==> config.mk <==
export PLATFORM = sky130hd
export DESIGN_NAME = bsg_multi_fifo_linked_pool
export DESIGN_NICKNAME = d
export VERILOG_FILES = /design/src/rtl/bsg_multi_fifo_linked_pool.sv
export SDC_FILE = /design/constraint.sdc
export NUM_CORES = 1
export LEC_CHECK = 0
export ABC_AREA = 1
export CAP_MARGIN = 20
export CELL_PAD_IN_SITES_DETAIL_PLACEMENT = 1
export CELL_PAD_IN_SITES_GLOBAL_PLACEMENT = 2
export CORE_AREA = 3 3 146 148
export DETAILED_ROUTE_END_ITERATION = 8
export DIE_AREA = 0 0 149 151
export GPL_TIMING_DRIVEN = 0
export PLACE_DENSITY_LB_ADDON = 0.1
export SETUP_SLACK_MARGIN = 0.05
export SLEW_MARGIN = 25
export SYNTH_ARGS = -nofsm -noshare
export SYNTH_HDL_FRONTEND = slang
export SYNTH_SLANG_ARGS = --single-unit
==> constraint.sdc <==
create_clock -name clk_i -period 2.6 [get_ports clk_i]
set_input_delay 0.39 -clock clk_i [delete_from_list [all_inputs] [get_ports clk_i]]
set_output_delay 0.39 -clock clk_i [all_outputs]
set_load 0.02 [all_outputs]
==> src/rtl/bsg_multi_fifo_linked_pool.sv <==
// bsg_multi_fifo_linked_pool
// Several logical FIFOs share one pool of slots. Each FIFO is a linked list
// through a shared next-pointer RAM. Payload storage is external; this block
// only supplies the payload write and read addresses.
module bsg_multi_fifo_linked_pool #(
   parameter  int fifos_p     = 4,
   parameter  int total_els_p = 16,
   localparam int lg_fifos_lp = (fifos_p > 1) ? $clog2(fifos_p) : 1,
   localparam int lg_els_lp   = (total_els_p > 1) ? $clog2(total_els_p) : 1
) (
   input  logic                   clk_i,
   input  logic                   reset_n_i,
   input  logic                   v_i,
   input  logic [lg_fifos_lp-1:0] enq_id_i,
   output logic                   ready_and_o,
   output logic [fifos_p-1:0]     v_o,
   input  logic [lg_fifos_lp-1:0] deq_id_i,
   input  logic                   yumi_i,
   output logic [lg_els_lp-1:0]   raddr_o,
   output logic [lg_els_lp-1:0]   waddr_o
);

   // per-FIFO list state
   logic [fifos_p-1:0]                v_r, pend_r;
   logic [fifos_p-1:0][lg_els_lp-1:0] head_r, tail_r, head_eff;

   // slot pool; a freed slot spends one cycle in the dealloc register
   logic [total_els_p-1:0] free_r, free_eff, alloc_oh;
   logic                   dealloc_v_r;
   logic [lg_els_lp-1:0]   dealloc_id_r;
   logic [lg_els_lp-1:0]   alloc_id;

   // next-pointer RAM (1R1W, registered read)
   logic [lg_els_lp-1:0] next_mem [total_els_p];
   logic [lg_els_lp-1:0] mem_rdata_r;
   logic                 mem_we, mem_re;
   logic [lg_els_lp-1:0] mem_waddr, mem_raddr;

   logic [fifos_p-1:0]   enq_oh, deq_oh;
   logic                 enq_fire, deq_single;
   logic [lg_els_lp-1:0] deq_head, deq_tail;

   assign enq_fire = v_i & ready_and_o;

   // one-hot decode of the enqueue and dequeue targets
   always_comb begin
      enq_oh = '0;
      deq_oh = '0;
      for (int f = 0; f < fifos_p; f++) begin
         enq_oh[f] = enq_fire && (enq_id_i == lg_fifos_lp'(f));
         deq_oh[f] = yumi_i && (deq_id_i == lg_fifos_lp'(f));
      end
   end

   // pool view: last cycle's dealloc counts as free; pick the lowest free slot
   always_comb begin
      free_eff = free_r;
      if (dealloc_v_r) free_eff[dealloc_id_r] = 1'b1;
      alloc_id = '0;
      for (int i = total_els_p - 1; i >= 0; i--)
         if (free_eff[i]) alloc_id = lg_els_lp'(i);
      alloc_oh = '0;
      if (enq_fire) alloc_oh[alloc_id] = 1'b1;
   end

   assign ready_and_o = |free_eff;
   assign waddr_o     = alloc_id;

   // a pending link read overrides the stale head register
   always_comb begin
      for (int f = 0; f < fifos_p; f++)
         head_eff[f] = pend_r[f] ? mem_rdata_r : head_r[f];
   end

   assign deq_head   = head_eff[deq_id_i];
   assign deq_tail   = tail_r[deq_id_i];
   assign deq_single = (deq_head == deq_tail);

   assign mem_we    = enq_fire & v_r[enq_id_i];
   assign mem_waddr = tail_r[enq_id_i];
   assign mem_re    = yumi_i & ~deq_single;
   assign mem_raddr = deq_head;

   assign raddr_o = yumi_i ? deq_head : '0;
   assign v_o     = v_r;

   // pool registers: commit allocation, stage the dequeued slot for release
   always_ff @(posedge clk_i) begin
      if (!reset_n_i) begin
         free_r       <= '1;
         dealloc_v_r  <= 1'b0;
         dealloc_id_r <= '0;
      end else begin
         free_r       <= free_eff & ~alloc_oh;
         dealloc_v_r  <= yumi_i;
         dealloc_id_r <= deq_head;
      end
   end

   // per-FIFO head/tail/valid update
   always_ff @(posedge clk_i) begin
      if (!reset_n_i) begin
         v_r    <= '0;
         pend_r <= '0;
         head_r <= '0;
         tail_r <= '0;
      end else begin
         for (int f = 0; f < fifos_p; f++) begin
            head_r[f] <= head_eff[f];
            pend_r[f] <= deq_oh[f] & ~deq_single;
            if (deq_oh[f] && deq_single) v_r[f] <= 1'b0;
            if (enq_oh[f]) begin
               tail_r[f] <= alloc_id;
               v_r[f]    <= 1'b1;
               // empty list, or the only element is leaving this cycle
               if (!v_r[f] || (deq_oh[f] && deq_single)) head_r[f] <= alloc_id;
            end
         end
      end
   end

   // next-pointer RAM: link append on enqueue, successor fetch on dequeue
   always_ff @(posedge clk_i) begin
      if (mem_we) next_mem[mem_waddr] <= alloc_id;
      if (mem_re) mem_rdata_r <= next_mem[mem_raddr];
   end

   // simulation checks on link and payload port usage
   always_ff @(posedge clk_i) begin
      if (reset_n_i) begin
         assert ($onehot0(enq_oh & v_r));
         assert ($onehot0(deq_oh & {fifos_p{~deq_single}}));
         assert (!(mem_we && mem_re && (mem_waddr == mem_raddr)));
         assert (!(enq_fire && yumi_i && (waddr_o == raddr_o)));
      end
   end

endmodule

run_1/met1.png
(3 px per µm) Supply wires on this layer in gray. Cells faint in the background.
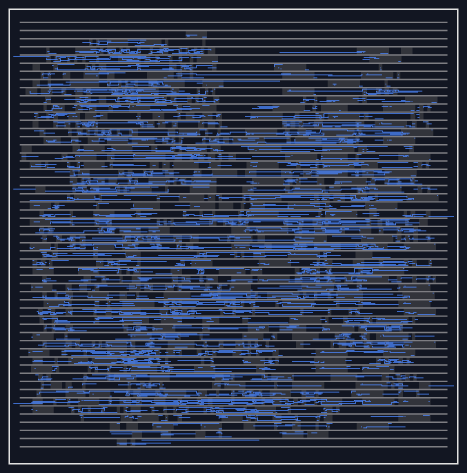
share of all routed wire: 46%
nets with wire on the layer: 748
main direction: horizontal
longest straight run: 65.3 µm
met1 global-route usage: 24.6%
Post-Route WL: 20.6 mm
vias: 5071

run_1/met2.png
(3 px per µm)
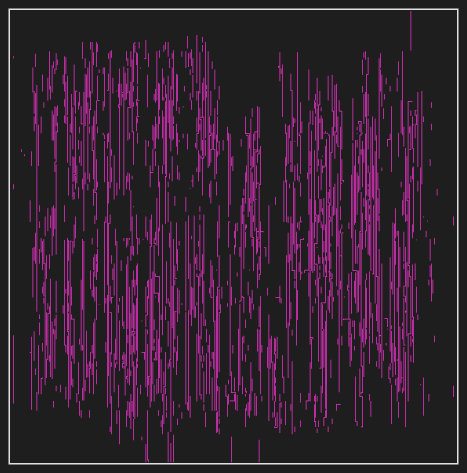
wire length on this layer: 10100 µm
main direction: vertical
met2 global-route usage: 32.5%

==> metrics.yaml, run 1 <==
grt_start_max_net_pins: 19
path_buffers: 4
critPathArrivalTime_ns: 2.38
antenna_cells: 0
drt-initial-drc-count: 259
crit_top_cell: "nand2_1"
synth_area_per_cell_um2: 8.70
max_stage_delay_ns: 0.38
setup_ws_ns: -0.172
yosysCellCount: 687
postRouteAntennaNets: 0
final_cell_mix: "nand2_1, inv_1, edfxtp_1, nor2_1, dfxtp_1"
coreArea_um2: 20200
syn_nets: 695
worstSetupStartpointType: "flip-flop"
cts-buffers-inserted: 17
synthTopCellsByArea: "edfxtp_1, dfxtp_1, nand2_1"
status: "finished, violations left"
dieWidth_um: 149
maxSlewHeadroom_pct: 49.6
fillers: 2317
finalPower_w: 0.00557
min_period_ns: 2.77
yosysTopAreaCell: "edfxtp_1"
grt_pass1_wl_mm: 31.6
synth-seq-cells: 129
area_delta_synth_final_pct: 33.8
rsz0062_at_grt: "true"
syn_inst: 687
fin_skew_ns: 0.00981
floorplan.rows: 52
first_global_vias: 5358
cpLargestDelayFamily: "simple AND/OR/NAND/NOR gates"
htree_num_levels: 4
die_h_um: 151
synth_seq_share_pct: 54.6
viasPerCell: 4.85
holdBufCountCts: 0
io_buffer_count: 20
synthDistinctLibCells: 41
dr.pass1.iters: 4
ys.flop_type: "edfxtp_1"
pin_count: 21
globalRoute.totalOverflow: 0
final_nets: 771
log.warning_count: 28
critPathKind: "reg -> out"
root_buffer: "clkbuf_16"
cts.sinks: 129
cp_max_fo: 5
wl_per_cell_um: 19.7
cts_buffer_depth: 2
final_util_pct: 39.6
numPlacedInstances: 978
yosys_area_um2: 5970
finalSetupViolCount: 50
lay_top_count: "nand2_1"
violations: "negative setup slack"
vdd_drop_max_mv: 0.484
hold_violations: 0
gp_congestion: 0.804
p_per_area_nw_per_um2: 697
run_1/met3.png
(4 px per µm) Cells faint in the background.
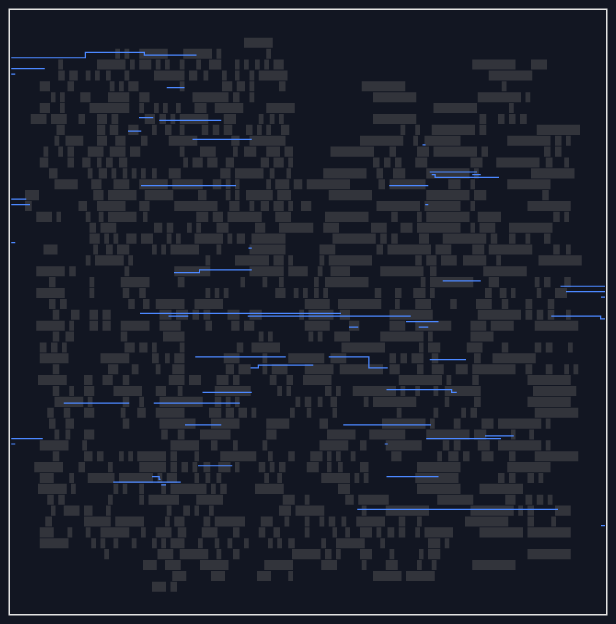
longest straight run: 49.9 µm
share of all routed wire: 3.1%
main direction: horizontal
nets with wire on the layer: 35
wire length on this layer: 627 µm
met3 Usage GRT: 3.29%

run 1: Yosys cell counts (all sizes together) (3+ instances only):
library cell / count
nand2: 114
inv: 104
nor2: 93
a21oi: 68
edfxtp: 68
dfxtp: 61
o21ai: 55
nor3: 22
nand3: 20
o311ai: 16
clkbuf: 13
o22ai: 10
buf: 6
nand4: 5
o21bai: 5
a221oi: 4
clkinv: 3
or2: 3
run 1: logic make-up after synthesis:
| logic type | Yosys count | synth area share, % |
|---|---|---|
| compound gates | 168 | 17.8 |
| xor+xnor | 4 | 0.586 |
| buf+inv | 126 | 8.15 |
| flops | 129 | 54.6 |
| simple gates | 260 | 18.9 |
run 1: power breakdown:
group	leakage (nW)	internal, W	total (W)	switching [W]
Clock	0.294	0.00160	0.00255	0.000945
Combinational	1.55	0.000246	0.000783	0.000537
Sequential	1.12	0.00220	0.00224	0.0000354
run 1: path summary, 6_finish.rpt:
check	cells after the start	endpoint	slack, ns	from
worst max-delay path	18	waddr_o[0]	-0.17	dealloc_id_r[3]$_SDFF_PN0_
worst min-delay path	2	tail_r[3]$_SDFFE_PN0P_	0.48	tail_r[3]$_SDFFE_PN0P_
worst max register to register	14	next_mem[9][3]$_DFFE_PP_	-0.08	dealloc_id_r[3]$_SDFF_PN0_
worst min register to register	2	tail_r[3]$_SDFFE_PN0P_	0.48	tail_r[3]$_SDFFE_PN0P_
run 1: cell type report:
| cell class | count | area, µm² | area share, % |
|---|---|---|---|
| Tap cell | 270 | 338 | 4.23 |
| Inverter | 107 | 422 | 5.27 |
| Timing Repair inverter | 1 | 7.51 | 0.0939 |
| Buffer | 18 | 121 | 1.52 |
| Sequential cell | 129 | 3290 | 41.1 |
| Clock inverter | 14 | 188 | 2.35 |
| Timing Repair Buffer | 57 | 495 | 6.20 |
| Multi-Input combinational cell | 432 | 2710 | 33.8 |
| Clock buffer | 18 | 429 | 5.37 |
run 1: sequential cells by signal (all words and copies together) (netlist names):
name	count
next_mem	64
free_r	16
head_r	16
tail_r	16
dealloc_id_r	4
mem_rdata_r	4
pend_r	4
v_o	4
dealloc_v_r	1
run 1: tightest hold or removal path: cells and delay by family, from the launching register on:
kind            cells  cell delay (ns)
compound gates      1             0.06
buf+inv             1             0.07
flops               1             0.31
run 1: timing repair:
action / CTS / global route
pin swaps: 17 / 14
buffers inserted: 27 / 9
setup endpoints to repair: 142 / 111
gates cloned: 1 / 0
resized: 153 / 59
run 1: routing by layer:
metal / GRT usage, % / share of wire, %
met1: 24.6 / 46
met2: 32.5 / 49
met3: 3.29 / 3.0
met4: 6.22 / 1.6
met5: 0 / 0
run 1: metrics by stage:
step	cell area [µm²]	hold slack [ns]
2_1_floorplan	5980	0.442
3_3_place_gp	6520	0.463
3_5_place_dp	6560	0.472
4_1_cts	7790	0.479
5_1_grt	8000	0.502
6_report	8000	0.479
==> run 2, diff against run 1 <==
Settings changed: CTS_CLUSTER_DIAMETER set to 80.
run_2/final_congestion.png
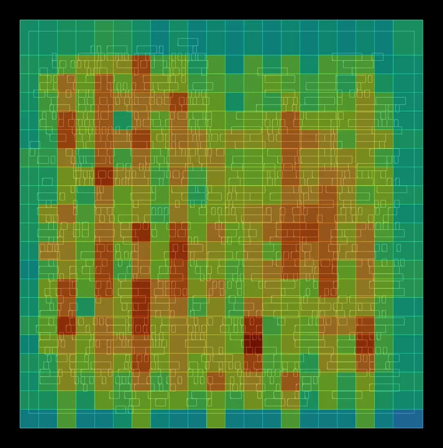
wire per inst: 19.7 µm
gr usage total: 19.0%
global route hottest layer: met2
final core utilization: 39.6%

==> metrics.yaml, run 2 <==
timing.rr.start: "dealloc_id_r[3]$_SDFF_PN0_"
setup_ws_ns: -0.172  # unchanged
finalSetupViolCount: 50  # unchanged
r2r_cells: 14  # unchanged
lay_top_count: "nand2_1"
synth_seq_share_pct: 54.6  # unchanged
yosysTopAreaCell: "edfxtp_1"
violations: "negative setup slack"
synth_area_per_cell_um2: 8.70  # unchanged
synth-seq-cells: 129  # unchanged
rrSetupSlack_ns: -0.08  # about the same
pin_count: 21  # unchanged
rsz0062_at_grt: "true"
first_global_vias: 5358  # unchanged
regMostFlops: "next_mem"
status: "finished, violations left"
power_frac_seq_pct: 40.2  # about the same
max_stage_delay_ns: 0.38  # about the same
worstSetupStartpointType: "flip-flop"
min_period_ns: 2.77  # unchanged
io_buffer_count: 20  # unchanged
hold_start: "tail_r[3]$_SDFFE_PN0P_"
largest_register_ffs: 64  # unchanged
p_per_area_nw_per_um2: 697  # unchanged
coreArea_um2: 20200  # unchanged
drt-initial-drc-count: 259  # unchanged
gp_congestion: 0.804  # unchanged
whs_endpoint: "tail_r[3]$_SDFFE_PN0P_"
root_buffer: "clkbuf_16"
cts_buffer_depth: 2  # unchanged
syn_nets: 695  # unchanged
critPathKind: "reg -> out"
via_count: 5071  # unchanged
cts.sinks: 129  # unchanged
dieWidth_um: 149  # unchanged
intPower_w: 0.00405  # unchanged
finalPower_w: 0.00557  # unchanged
min_path_cells: 2  # unchanged
dr.pass1.iters: 4  # unchanged
floorplan.rows: 52  # unchanged
viasPerCell: 4.85  # unchanged
fin_skew_ns: 0.00981  # unchanged
synthDistinctLibCells: 41  # unchanged
hold_violations: 0  # unchanged
==> run 2: cell counts after synthesis <==
No cell type changed its count.
==> run 2: final cells by class <==
cell class	instances	area [µm²]
Buffer	18	121
Clock buffer	18	429
Clock inverter	14	188
Fill cell	2317	12200
Inverter	107	422
Multi-Input combinational cell	432	2710
Sequential cell	129	3290
Tap cell	270	338
Timing Repair Buffer	57	495
Timing Repair inverter	1	7.51
==> run 2: worst register-to-register path, cell delays in order, from the launching register on <==
cell     delay [ns]
dfxtp_4        0.36
buf_4          0.14
nor2_2         0.25
inv_1          0.10
o21ai_2        0.22
nor2_4         0.07
nand2_2        0.13
nor2_2         0.06
nand2_2        0.09
nand2_4        0.10
inv_1          0.11
o31ai_4        0.18
inv_2          0.19
nand3_4        0.17
nor2_4         0.21
==> run 2: timing repair <==
item / in CTS / in global routing
setup buffers: 27 / 9
hold buffers: 0 / 0
cloned: 1 / 0
pin swaps: 17 / 14
endpoints found under the setup margin: 142 / 111
gates resized: 153 / 59
==> run 2: through the flow <==
step                      cell area, µm²  setup TNS, ns
final                               8000          -3.06
after global routing                8000         -10.88
after CTS                           7790         -0.418
after detailed placement            6560         -61.94
after global placement              6520        -106.37
after floorplan                     5980              0
==> run 2: layer usage <==
metal	track usage [%]	vias up	share of wire, %
met5	0	-	0
met4	6.22	0	1.6
met3	3.29	22	3.0
met2	32.5	78	49
met1	24.6	2496	46
li1	-	2475	-
==> run 2: power by group through the flow <==
stage | sequential [W] | combinational, W | clock, W
floorplan | 0.00227 | 0.000413 | 0
global placement | 0.00228 | 0.000641 | 0
detailed placement | 0.00228 | 0.000653 | 0
CTS | 0.00224 | 0.000753 | 0.00259
global route | 0.00225 | 0.000855 | 0.00269
finish | 0.00224 | 0.000783 | 0.00255
==> run 2: worst max path at each step <==
stage / from / end / slack, ns / depth (start not counted)
after global routing: dealloc_id_r[2]$_SDFF_PN0_ / waddr_o[0] / -0.38 / 21
final: dealloc_id_r[3]$_SDFF_PN0_ / waddr_o[0] / -0.17 / 18
after detailed placement: dealloc_v_r$_SDFF_PN0_ / waddr_o[0] / -1.20 / 20
after global placement: dealloc_v_r$_SDFF_PN0_ / waddr_o[3] / -2.13 / 10
after floorplan: dealloc_id_r[0]$_SDFF_PN0_ / tail_r[11]$_SDFFE_PN0P_ / 0.08 / 12
after CTS: dealloc_id_r[0]$_SDFF_PN0_ / waddr_o[0] / -0.22 / 22
==> run 2: cells by family after synthesis <==
family                 share of synthesized area [%]
XOR/XNOR                                       0.586
AND-OR/OR-AND                                   17.8
buffers and inverters                           8.15
AND/OR/NAND/NOR                                 18.9
flip-flops                                      54.6
Power and IR drop assume default switching activity.
